`src/rtl/sim_pkg.sv`:
```
// Shared fixed-point definitions for the particle simulation datapath.
package sim_pkg;

    localparam int FIXED_W     = 16;
    localparam int FRAC_BITS   = 4;
    localparam int N_PARTICLES = 4;

    typedef logic signed [FIXED_W-1:0] fixed_t;

    // Clamp a sign-extended wide value into the signed range of a w-bit word.
    // The caller keeps the low w bits of the returned value.
    function automatic logic signed [63:0] sat_narrow(input logic signed [63:0] q,
                                                      input int w);
        logic signed [63:0] hi;
        logic signed [63:0] lo;
        hi = (64'sd1 <<< (w - 1)) - 64'sd1;
        lo = -(64'sd1 <<< (w - 1));
        if (q > hi) begin
            return hi;
        end else if (q < lo) begin
            return lo;
        end
        return q;
    endfunction

endpackage

```
`src/rtl/rr_arbiter.sv`:
```
// Round-robin arbiter: scans from ptr upward with wrap, grants the first
// active requester, and moves ptr just past the winner when advance is high.
module rr_arbiter #(
    parameter  int N  = 4,
    localparam int IW = $clog2(N)
) (
    input  logic          clk,
    input  logic          reset,
    input  logic [N-1:0]  req,
    input  logic          advance,
    output logic [N-1:0]  grant,
    output logic [IW-1:0] grant_idx
);

    logic [IW-1:0] ptr;
    logic [IW-1:0] ptr_nxt;
    int            idx;
    logic          found;

    // Pick the first requester at or after ptr; nothing is granted in reset.
    always_comb begin
        grant     = '0;
        grant_idx = '0;
        found     = 1'b0;
        idx       = 0;
        if (reset) begin
            for (int i = 0; i < N; i++) begin
                idx = int'(ptr) + i;
                if (idx >= N) begin
                    idx = idx - N;
                end
                if (!found && req[idx[IW-1:0]]) begin
                    grant[idx[IW-1:0]] = 1'b1;
                    grant_idx          = idx[IW-1:0];
                    found              = 1'b1;
                end
            end
        end
    end

    // Next pointer is the slot after the winner, wrapping at N (N need not be a power of two).
    always_comb begin
        ptr_nxt = (grant_idx == IW'(N - 1)) ? '0 : grant_idx + 1'b1;
    end

    // Pointer only moves when a grant is actually taken.
    always_ff @(posedge clk) begin
        if (!reset) begin
            ptr <= '0;
        end else if (advance) begin
            ptr <= ptr_nxt;
        end
    end

endmodule

```
`src/rtl/mult_arbiter.sv`:
```
// Shares one signed fixed-point multiplier between N_REQ requesters. The
// winning operands are captured at the grant edge and the narrowed product
// of the captured operands is presented, tagged, in the following cycle.
module mult_arbiter
    import sim_pkg::*;
#(
    parameter  int N_REQ    = N_PARTICLES,
    parameter  int WIDTH    = FIXED_W,
    parameter  int FRAC     = FRAC_BITS,
    parameter  int SATURATE = 0,
    localparam int IDW      = $clog2(N_REQ)
) (
    input  logic                      clk,
    input  logic                      reset,
    input  logic [N_REQ-1:0]          req,
    input  logic [N_REQ*WIDTH-1:0]    a,
    input  logic [N_REQ*WIDTH-1:0]    b,
    output logic [N_REQ-1:0]          grant,
    output logic [N_REQ-1:0]          rsp_valid,
    output logic signed [WIDTH-1:0]   rsp_data,
    output logic [IDW-1:0]            rsp_id,
    output logic                      busy
);

    logic [IDW-1:0]           grant_idx;
    logic                     grant_any;
    logic signed [WIDTH-1:0]  sel_a;
    logic signed [WIDTH-1:0]  sel_b;
    logic signed [WIDTH-1:0]  op_a;
    logic signed [WIDTH-1:0]  op_b;
    logic [IDW-1:0]           id;
    logic signed [2*WIDTH-1:0] prod;
    logic signed [2*WIDTH-1:0] q;

    assign grant_any = |grant;

    rr_arbiter #(.N(N_REQ)) u_arb (
        .clk       (clk),
        .reset     (reset),
        .req       (req),
        .advance   (grant_any),
        .grant     (grant),
        .grant_idx (grant_idx)
    );

    // Operand mux for the current winner.
    always_comb begin
        sel_a = a[int'(grant_idx)*WIDTH +: WIDTH];
        sel_b = b[int'(grant_idx)*WIDTH +: WIDTH];
    end

    // Capture the winner's operands and tag; a reset edge discards an in-flight grant.
    always_ff @(posedge clk) begin
        if (!reset) begin
            op_a      <= '0;
            op_b      <= '0;
            id        <= '0;
            rsp_valid <= '0;
            busy      <= 1'b0;
        end else begin
            rsp_valid <= grant;
            busy      <= grant_any;
            if (grant_any) begin
                op_a <= sel_a;
                op_b <= sel_b;
                id   <= grant_idx;
            end
        end
    end

    // Product of the held operands: driven only by flops, and it holds its
    // value between grants because the operands only change on a grant.
    always_comb begin
        prod   = (2*WIDTH)'(op_a) * (2*WIDTH)'(op_b);
        q      = prod >>> FRAC;
        rsp_data = (SATURATE != 0) ? WIDTH'(sat_narrow(64'(q), WIDTH))
                                   : q[WIDTH-1:0];
        rsp_id = id;
    end

endmodule

```
`config.mk`:
```
export PLATFORM = sky130hd
export DESIGN_NAME = mult_arbiter
export DESIGN_NICKNAME = d
export VERILOG_FILES = /design/src/rtl/sim_pkg.sv /design/src/rtl/rr_arbiter.sv /design/src/rtl/mult_arbiter.sv
export SDC_FILE = /design/constraint.sdc
export NUM_CORES = 1
export LEC_CHECK = 0
export CAP_MARGIN = 20
export CORE_ASPECT_RATIO = 0.6
export CORE_UTILIZATION = 45
export CTS_CLUSTER_DIAMETER = 100
export DETAILED_ROUTE_END_ITERATION = 16
export GPL_TIMING_DRIVEN = 0
export PLACE_DENSITY_LB_ADDON = 0.08
export REMOVE_ABC_BUFFERS = 1
export SYNTH_ARGS = -nofsm -noshare
export SYNTH_HDL_FRONTEND = slang
export SYNTH_HIERARCHICAL = 1
export SYNTH_SLANG_ARGS = --single-unit
```
`constraint.sdc`:
```
create_clock -name clk -period 12.7 [get_ports clk]
set_input_delay 2.54 -clock clk [delete_from_list [all_inputs] [get_ports clk]]
set_output_delay 2.54 -clock clk [all_outputs]
set_load 0.02 [all_outputs]
```
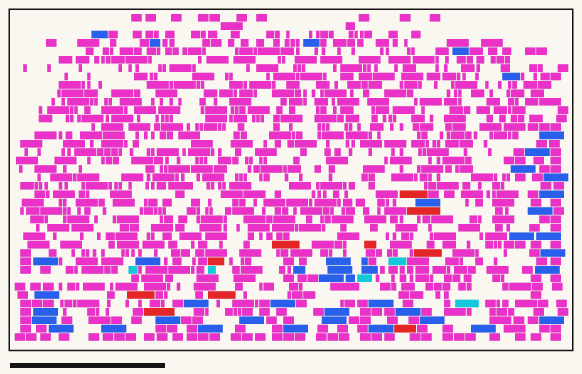
Figure 1: run 1, sizing map.
Bar = 50 µm.
| colour | size | cells |
|---|---|---|
| red | x6 and larger | 10 |
| blue | x2 | 44 |
| magenta | x1 and smaller | 1036 |
| cyan | x3 and x4 | 5 |
Synth-to-Final Area Change: 22.73%
final instance area: 10720 µm²
fin worst setup slack: 2946 ps

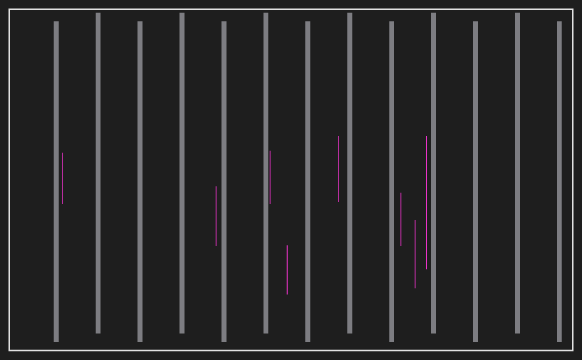
Figure 2: run 1, the metal 4 layer.
Supply wires on this layer in grey.
wire length on this layer: 171 µm
nets with wire on the layer: 7
longest straight run: 42.8 µm
main direction: vertical
share of all routed wire: 0.78%

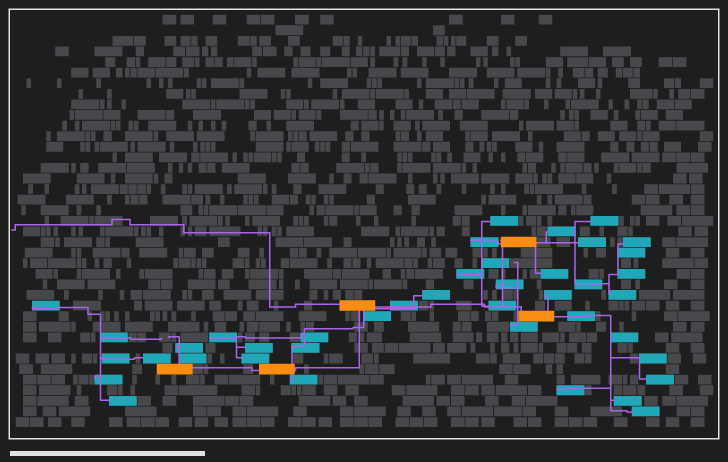
Figure 3: run 1, routed clock nets over the placement.
Bar = 50 µm.
[purple] clock wires | length: 656 µm
[orange] clock-net drivers | count: 5
[cyan] flip-flops | count: 41
routed clock nets: 6

==> results.tsv, run 1 <==
stage	metric	value	unit
final_layout	utilization	56.34	%
grt	track_usage	24.26	%
grt	overflow	0	
final_timing	fin_setup_tns	0	ps
worst_setup_path	crit_top_cell	fa_1	
route	totalWireLength	21900	µm
worst_setup_path	path_depth	18	
final_timing	finalClockPeriodUsage	76.80	%
floorplan	core	19030	µm²
yosys	yosysSeqAreaShare	9.396	%
placement	dpl_cell_area	10520	µm²
final_layout	nClkBuffers	5	
worst_setup_path	endpoint_kind	output pin	
worst_setup_path	crit_chain	nand2_1, fa_1, fa_1, fa_1, fa_1, inv_1, fa_1, inv_1, fa_1, inv_1, ha_1, and3_1, a211oi_1, o221ai_2, a221o_1, a2111oi_2, or3_1, clkdlybuf4s50_1	
outcome	outcome	completed	
final_layout	flop-count	41	
placement	pre_cts_slack	3304	ps
floorplan	ios	161	
worst_setup_path	criticalPathCategory	flop to output pin	
yosys	ys_cells	971	
floorplan	dieArea	19990	µm²
yosys	most_common_cell	inv_1	
worst_setup_path	crit_end	rsp_data[13]	
route	num_vias	6824	
route	wl_per_cell	16.32	µm
power_and_ir_drop	clockPowerShare	6.0	%
floorplan	fp_util	45.90	%
final_timing	slew_violations	0	
floorplan	rows	39	
yosys	async_flop_share	0	%
power_and_ir_drop	p_int	1153	µW
power_and_ir_drop	leakage	0.004745	µW
final_layout	reg_top3	op_a: 16 flops, op_b: 16 flops, rsp_valid: 4 flops	
clock_network	cts.sinks	41	
worst_setup_path	regToRegStartpoint	u_arb/ptr[0]	
yosys	ff_type	dfxtp_1	
clock_network	clk_latency	290	ps
clock_network	cts_tree	built	
placement	io_buffer_count	160	
final_layout	logic_area	6974	µm²
power_and_ir_drop	comb-power	1890	µW
placement	dp_hpwl	17760	µm
power_and_ir_drop	power_leader	combinational cells	
final_layout	inv_count	205	
floorplan	chipWidth	181.9	µm
route	vias_per_cell	5.085	
power_and_ir_drop	seq_power_share	17.6	%
final_timing	hold_slack	462.2	ps
yosys	synth_flops	41	
final_layout	n_all_buffers	164	
route	dr_wl_met2	9033	µm
final_layout	final_nets	1437	
grt	use_met1	35.40	%
grt	grt_use_met3	5.300	%
power_and_ir_drop	pg_clk	149	µW
route	drt-initial-drc-count	333	
yosys	yosys-stat-area	8736	µm²
final_layout	drive_gt1_share	5.388	%
yosys	largest_area_cell	fa_1	
power_and_ir_drop	seq_power	435	µW
flow_run	cap_violations	0	
power_and_ir_drop	net-switching-power	1316	µW
clock_network	h-tree-depth	2	
yosys	yosys-top-cells-count	204 x inv_1, 175 x nand2_1, 136 x fa_1, 87 x and2_1, 73 x ha_1	
==> run 1: cell families after synthesis <==
family,Yosys count,synth area share (%)
AOI/OAI and AO/OA,92,7.820
xor gates and xnor gates,40,4.168
adders and majority gates,209,41.62
buffers and inverters,253,11.00
DFF,41,9.396
muxes,40,9.797
and+or+nand+nor,296,16.20
==> run 1: worst min path at each step <==
| stage | startpoint | endpoint | slack [ps] | cells after the start |
|---|---|---|---|---|
| global route | rsp_id[1] | rsp_id[1] | 500 | 2 |
| floorplan | op_b[15] | op_b[15] | 480 | 2 |
| global placement | rsp_id[0] | rsp_id[0] | 450 | 2 |
| detailed placement | rsp_id[1] | rsp_id[1] | 460 | 2 |
| CTS | rsp_id[1] | rsp_id[1] | 470 | 2 |
| finish | rsp_id[1] | rsp_id[1] | 460 | 2 |
Figure 4. Clock routing (run 1).
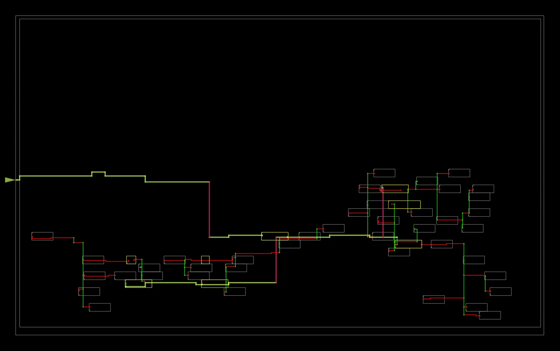

==> inputs of run 2 (changes only) <==
==> constraint.sdc (replaced) <==
create_clock -name clk -period 7.8 [get_ports clk]
set_input_delay 1.56 -clock clk [delete_from_list [all_inputs] [get_ports clk]]
set_output_delay 1.56 -clock clk [all_outputs]
set_load 0.02 [all_outputs]
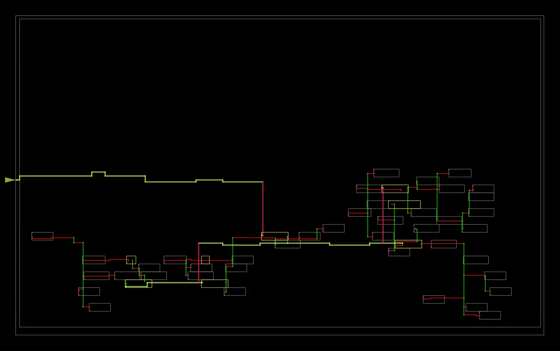
Figure 5: run 2, clock routing.
CTS sink count: 41
TritonCTS Buffers: 5
Final Skew: 4.335 ps

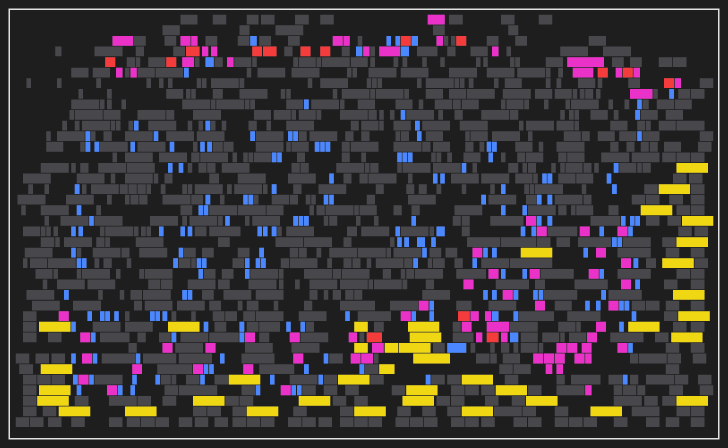
Figure 6: run 2, gate families picked out.
| colour | family | cells | most used |
|---|---|---|---|
| blue | nand cells | 185 | nand2_1 |
| magenta | aoi and oai cells | 77 | a21boi_0 |
| yellow | mux cells | 40 | mux4_2 |
| red | non-inverting ao/oa cells | 15 | a21o_1 |

==> run 2 against run 1 <==
  * Wire length rose by 1.4%
  * Non-clock buffer count increased by 13
  * Synthesized cell count unchanged
  * Global-route usage increased by 0.13 points
  * Register-to-register slack lost 4900 ps
  * Sequential share of layout area up 0.51 points
  * Final cell count is 0.97% higher
  * Sequential cell count is the same
  * Clock skew barely moved
  * Area after synthesis unchanged
  * Clock-buffer cell count stayed put
  * Critical path depth is the same
  * Critical endpoint unchanged
==> results.tsv, run 2 <==
stage	metric	value	unit	change
placement	dpl_cell_area	10520	µm²	unchanged
yosys	yosys-stat-area	8736	µm²	unchanged
worst_setup_path	crit_end	rsp_data[13]		
grt	use_met1	35.76	%	+0.35 points
clock_network	cts_tree	built		
yosys	ff_type	dfxtp_1		
hold_path	hold_end	rsp_id[0]		
worst_setup_path	endpoint_kind	output pin		
yosys	synth.comb.largest_family	adder cells		
final_layout	reg_top3	op_a: 16 flops, op_b: 16 flops, rsp_valid: 4 flops		
power_and_ir_drop	seq_power	710	µW	+63%
worst_setup_path	path_depth	18		unchanged
route	drt-initial-drc-count	437		+31%
floorplan	chipWidth	181.9	µm	unchanged
yosys	yosysSeqAreaShare	9.396	%	unchanged
grt	grt_use_met3	5.366	%	+0.066 points
power_and_ir_drop	clockPowerShare	6.0	%	about the same
yosys	synth_flops	41		unchanged
floorplan	core	19030	µm²	unchanged
floorplan	dieArea	19990	µm²	unchanged
worst_setup_path	regToRegStartpoint	u_arb/ptr[0]		
final_layout	areaGrowthSynthToFinish	24.92	%	
final_timing	hold_slack	462.7	ps	+0.4730 ps
route	num_vias	6907		+1.2%
floorplan	ios	161		unchanged
route	vias_per_cell	5.097		+0.25%
worst_setup_path	crit_chain	nand2_1, fa_1, fa_1, fa_1, fa_1, inv_1, fa_1, inv_1, fa_1, inv_1, ha_2, and3_1, a211oi_2, o221ai_2, a221o_1, and4_1, or3_1, buf_2		
placement	pre_cts_slack	-616.5	ps	-3920 ps
yosys	aoi_share	7.820	%	unchanged
power_and_ir_drop	net-switching-power	2154	µW	+64%
final_layout	final_nets	1450		+0.90%
yosys	largest_area_cell	fa_1		
worst_setup_path	crit_top_cell	fa_1		
yosys	adder_share	41.62	%	unchanged
hold_path	min_delay_path_depth	2		unchanged
placement	io_buffer_count	160		unchanged
final_layout	final_area	10910	µm²	+1.8%
flow_run	cap_violations	0		unchanged
final_layout	utilization	57.34	%	+1.0 points
worst_setup_path	criticalPathCategory	flop to output pin		
floorplan	rows	39		unchanged
route	totalWireLength	22200	µm	+1.4%
clock_network	h-tree-depth	2		unchanged
grt	overflow	0		unchanged
grt	track_usage	24.40	%	+0.13 points
yosys	async_flop_share	0	%	unchanged
power_and_ir_drop	pg_clk	241	µW	+62%
final_timing	slew_violations	0		unchanged
floorplan	fp_util	45.90	%	unchanged
power_and_ir_drop	leakage	0.004856	µW	+2.4%
power_and_ir_drop	power_leader	combinational cells		
outcome	outcome	completed		
yosys	xor_share	4.168	%	unchanged
yosys	mux_area_share	9.797	%	unchanged
route	wl_per_cell	16.38	µm	+0.39%
run 2: cell counts after synthesis:
Identical to the previous run, type by type.
run 2: final cells by class:
cell class / instances / area (µm²) / area share, %
Timing Repair Buffer: 177 / 1772 / 16.23
Multi-Input combinational cell: 677 / 6999 / 64.14
Antenna cell: 1 / 2.502 / 0.02293
Inverter: 205 / 769.5 / 7.051
Tap cell: 246 / 307.8 / 2.820
Sequential cell: 41 / 890.9 / 8.163
Clock inverter: 3 / 46.29 / 0.4242
Clock buffer: 5 / 125.1 / 1.147
run 2: worst register-to-register path, stage by stage (launching register included):
cell	delay, ps
dfxtp_1	780
inv_1	220
ha_1	520
mux4_1	430
inv_1	120
nor2_1	90
a22oi_1	180
a21oi_1	170
nor4_4	850
buf_6	290
clkinv_1	290
buf_16	270
nand2b_1	170
a21oi_1	160
Figure 7. Routed clock nets over the placement (run 2).
Bar = 50 µm.
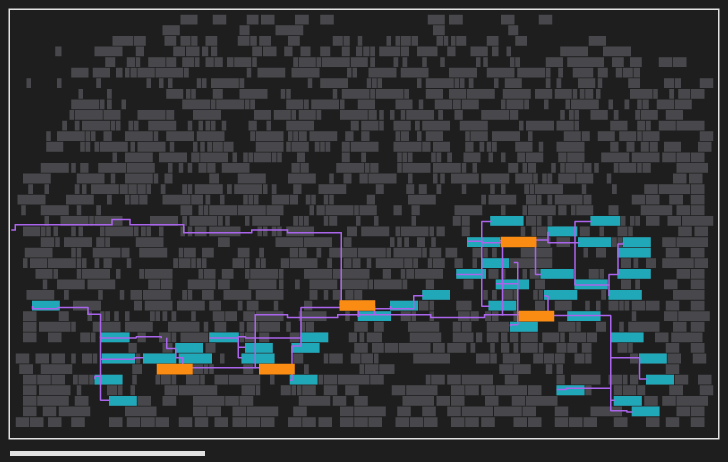

==> inputs of run 3 (changes only) <==
--- a/config.mk
+++ b/config.mk
@@ -10,9 +10,9 @@
 export CORE_UTILIZATION = 45
 export CTS_CLUSTER_DIAMETER = 100
 export DETAILED_ROUTE_END_ITERATION = 16
-export GPL_TIMING_DRIVEN = 0
 export PLACE_DENSITY_LB_ADDON = 0.08
 export REMOVE_ABC_BUFFERS = 1
+export SKIP_LAST_GASP = 1
 export SYNTH_ARGS = -nofsm -noshare
 export SYNTH_HDL_FRONTEND = slang
 export SYNTH_HIERARCHICAL = 1
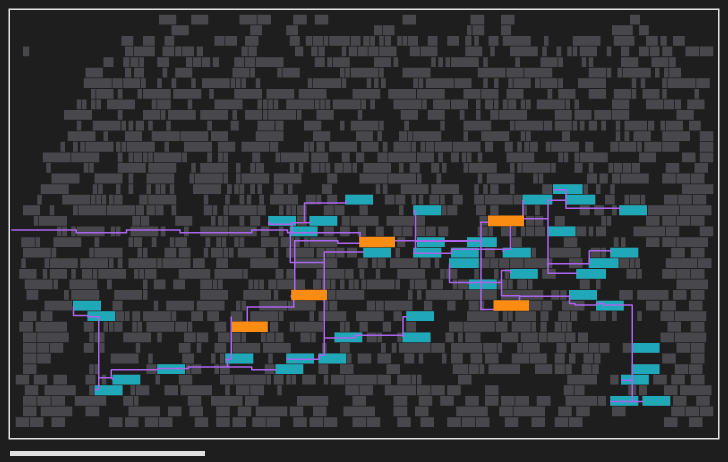
Figure 8: run 3, routed clock nets over the placement.
Bar = 50 µm.
[purple] clock wires | length: 683 µm
[cyan] flip-flops | count: 41
[orange] clock-net drivers | count: 5
routed clock nets: 6
worst-skew pair later-pin latency: 290 ps
Clock Power: 279 µW
Final Skew: 5.396 ps

==> run 3 against run 2 <==
  * Non-clock buffer count increased by 37
  * Power increased by 4.3%
  * First-iteration DRC count decreased by 13%
  * Combinational power increased by 11%
  * Clock skew increased by 1.1 ps
  * Critical path depth increased by 1
  * Sequential share of layout area decreased by 0.69 points
  * Die area unchanged
  * Sequential cell count unchanged
==> results.tsv, run 3 <==
stage	metric	value	unit	change
final_layout	seq_area	829.5	µm²	-6.9%
worst_setup_path	reg2regPathDepth	10		
power_and_ir_drop	power_leader	combinational cells		
worst_setup_path	crit_path_top_delay_cell	fa_1		
yosys	synth_flops	41		unchanged
grt	grt_use_met3	5.234	%	-0.13 points
final_layout	areaGrowthSynthToFinish	27.04	%	
grt	busiest_layer	met2		
worst_setup_path	criticalPathCategory	flop to output pin		
clock_network	cts_hold_buffers	0		
worst_setup_path	crit_chain	buf_4, nand2_1, fa_1, inv_1, fa_1, inv_1, fa_1, inv_1, fa_1, fa_1, inv_1, fa_1, inv_1, ha_1, and2_1, a221o_1, and4_1, or3_1, clkbuf_2		
placement	routabilityCongestion	0.9074		
route	drt-met1-wl	11420	µm	
yosys	synth_cells	971		
route	top_layer	met4		
grt	overflow	0		unchanged
floorplan	rows	39		unchanged
final_timing	fin_ws	294.7	ps	
final_timing	rsz0062_at_grt	false		
route	drc	0		
grt	use_met1	37.21	%	+1.5 points
worst_setup_path	endpoint_kind	output pin		
clock_network	h-tree-depth	2		unchanged
route	wl_per_cell	16.42	µm	+0.21%
worst_setup_path	cpPeakStageDelay	550	ps	
final_timing	finalClockPeriodUsage	96.22	%	
yosys	synth.comb.largest_family	adder cells		
worst_setup_path	path_max_fanout	7		
power_and_ir_drop	leakage	0.005063	µW	+4.2%
worst_setup_path	path_depth	19		+1
floorplan	core	19030	µm²	unchanged
yosys	aoi_share	7.820	%	unchanged
worst_setup_path	regToRegStartpoint	u_arb/ptr[0]		
clock_network	cts_tree	built		
final_layout	reg_top3	op_a: 16 flops, op_b: 16 flops, rsp_valid: 4 flops		
placement	io_buffer_count	160		unchanged
hold_path	min_delay_path_depth	2		unchanged
yosys	yosysSeqAreaShare	9.396	%	unchanged
clock_network	cts.sinks	41		unchanged
final_timing	finalHoldViolations	0		
route	drt_pre_antenna_iters	5		
final_timing	max_slew.worst_pin.slew	761.1	ps	
clock_network	post_cts.repair.setup_buffers	0		
clock_network	cts_made_buffers	5		unchanged
yosys	yosys-stat-area	8736	µm²	unchanged
grt	antenna_found_initial	0		
route	dr_wl_met2	9450	µm	
outcome	outcome	completed		
yosys	adder_share	41.62	%	unchanged
worst_setup_path	crit_path_start	op_a[7]		
yosys	ff_type	dfxtp_1		
yosys	top_cells_by_area	fa_1 31%, ha_1 10%, dfxtp_1 9.4%		
route	drt-initial-drc-count	380		-13%
placement	pre_cts_slack	4.356	ps	+620.8 ps
route	num_vias	7082		+2.5%
final_layout	logic_area	6985	µm²	-0.20%
worst_setup_path	crit_top_cell	fa_1		
final_timing	min_period	7505	ps	
grt	track_usage	25.04	%	+0.65 points
grt	grt_pass1_wl	38610	µm	
yosys	top_area_share	31.17	%	
yosys	async_flop_share	0	%	unchanged
flow_run	cap_violations	0		unchanged
final_layout	antennaDiodeCount	0		-1
route	totalWireLength	22840	µm	+2.9%
floorplan	ios	161		unchanged
floorplan	dieArea	19990	µm²	unchanged
yosys	largest_area_cell	fa_1		
yosys	ys_cells	971		
floorplan	fp_util	45.90	%	unchanged
yosys	mux_area_share	9.797	%	unchanged
final_timing	slew_violations	0		unchanged
floorplan	chipWidth	181.9	µm	unchanged
power_and_ir_drop	seq_power	524	µW	-26%
power_and_ir_drop	p_comb_share	81.0	%	
worst_setup_path	worst-path-buf-inv	7		
power_and_ir_drop	clockPowerShare	6.6	%	+0.6 points
final_layout	final_nets	1487		+2.6%
power_and_ir_drop	net-switching-power	2182	µW	+1.3%
hold_path	hold_end	rsp_id[0]		
worst_setup_path	crit_end	rsp_data[13]		
power_and_ir_drop	p_sw_share	51.71	%	
grt	grt_pass1_vias	7291		
worst_setup_path	required	6240	ps	
yosys	xor_share	4.168	%	unchanged
worst_setup_path	r2r-end	op_b[5]		
final_timing	fin_setup_tns	0	ps	
route	vias_per_cell	5.091		-0.12%
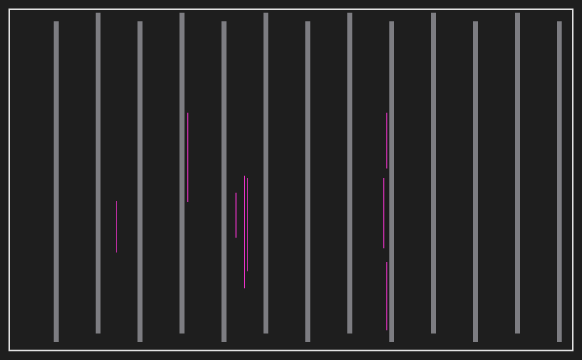
Figure 9: run 3, the metal 4 layer.
Supply wires on this layer in grey.
wire length on this layer: 187 µm
nets with wire on the layer: 7

run 3: cell counts after synthesis:
Identical to the previous run, type by type.
run 3: per-stage QoR:
stage	util, %	std cells	hold WS [ps]	cell area, µm²
2_1_floorplan	-	923	475.7	8544
3_3_place_gp	57.17	1383	447.5	10880
3_5_place_dp	57.17	1383	457.1	10880
4_1_cts	58.24	1391	465.9	11080
5_1_grt	58.32	1391	494.3	11100
6_report	58.32	1391	464.4	11100
run 3: area by class of cell:
| class | count | area share [%] |
|---|---|---|
| clock inverter | 3 | 0.6201 |
| inverter | 205 | 6.934 |
| sequential | 41 | 7.475 |
| timing repair buffer | 214 | 18.13 |
| multi-input combinational | 677 | 62.94 |
| tap | 246 | 2.773 |
| clock buffer | 5 | 1.127 |
Power and IR drop assume default switching activity.
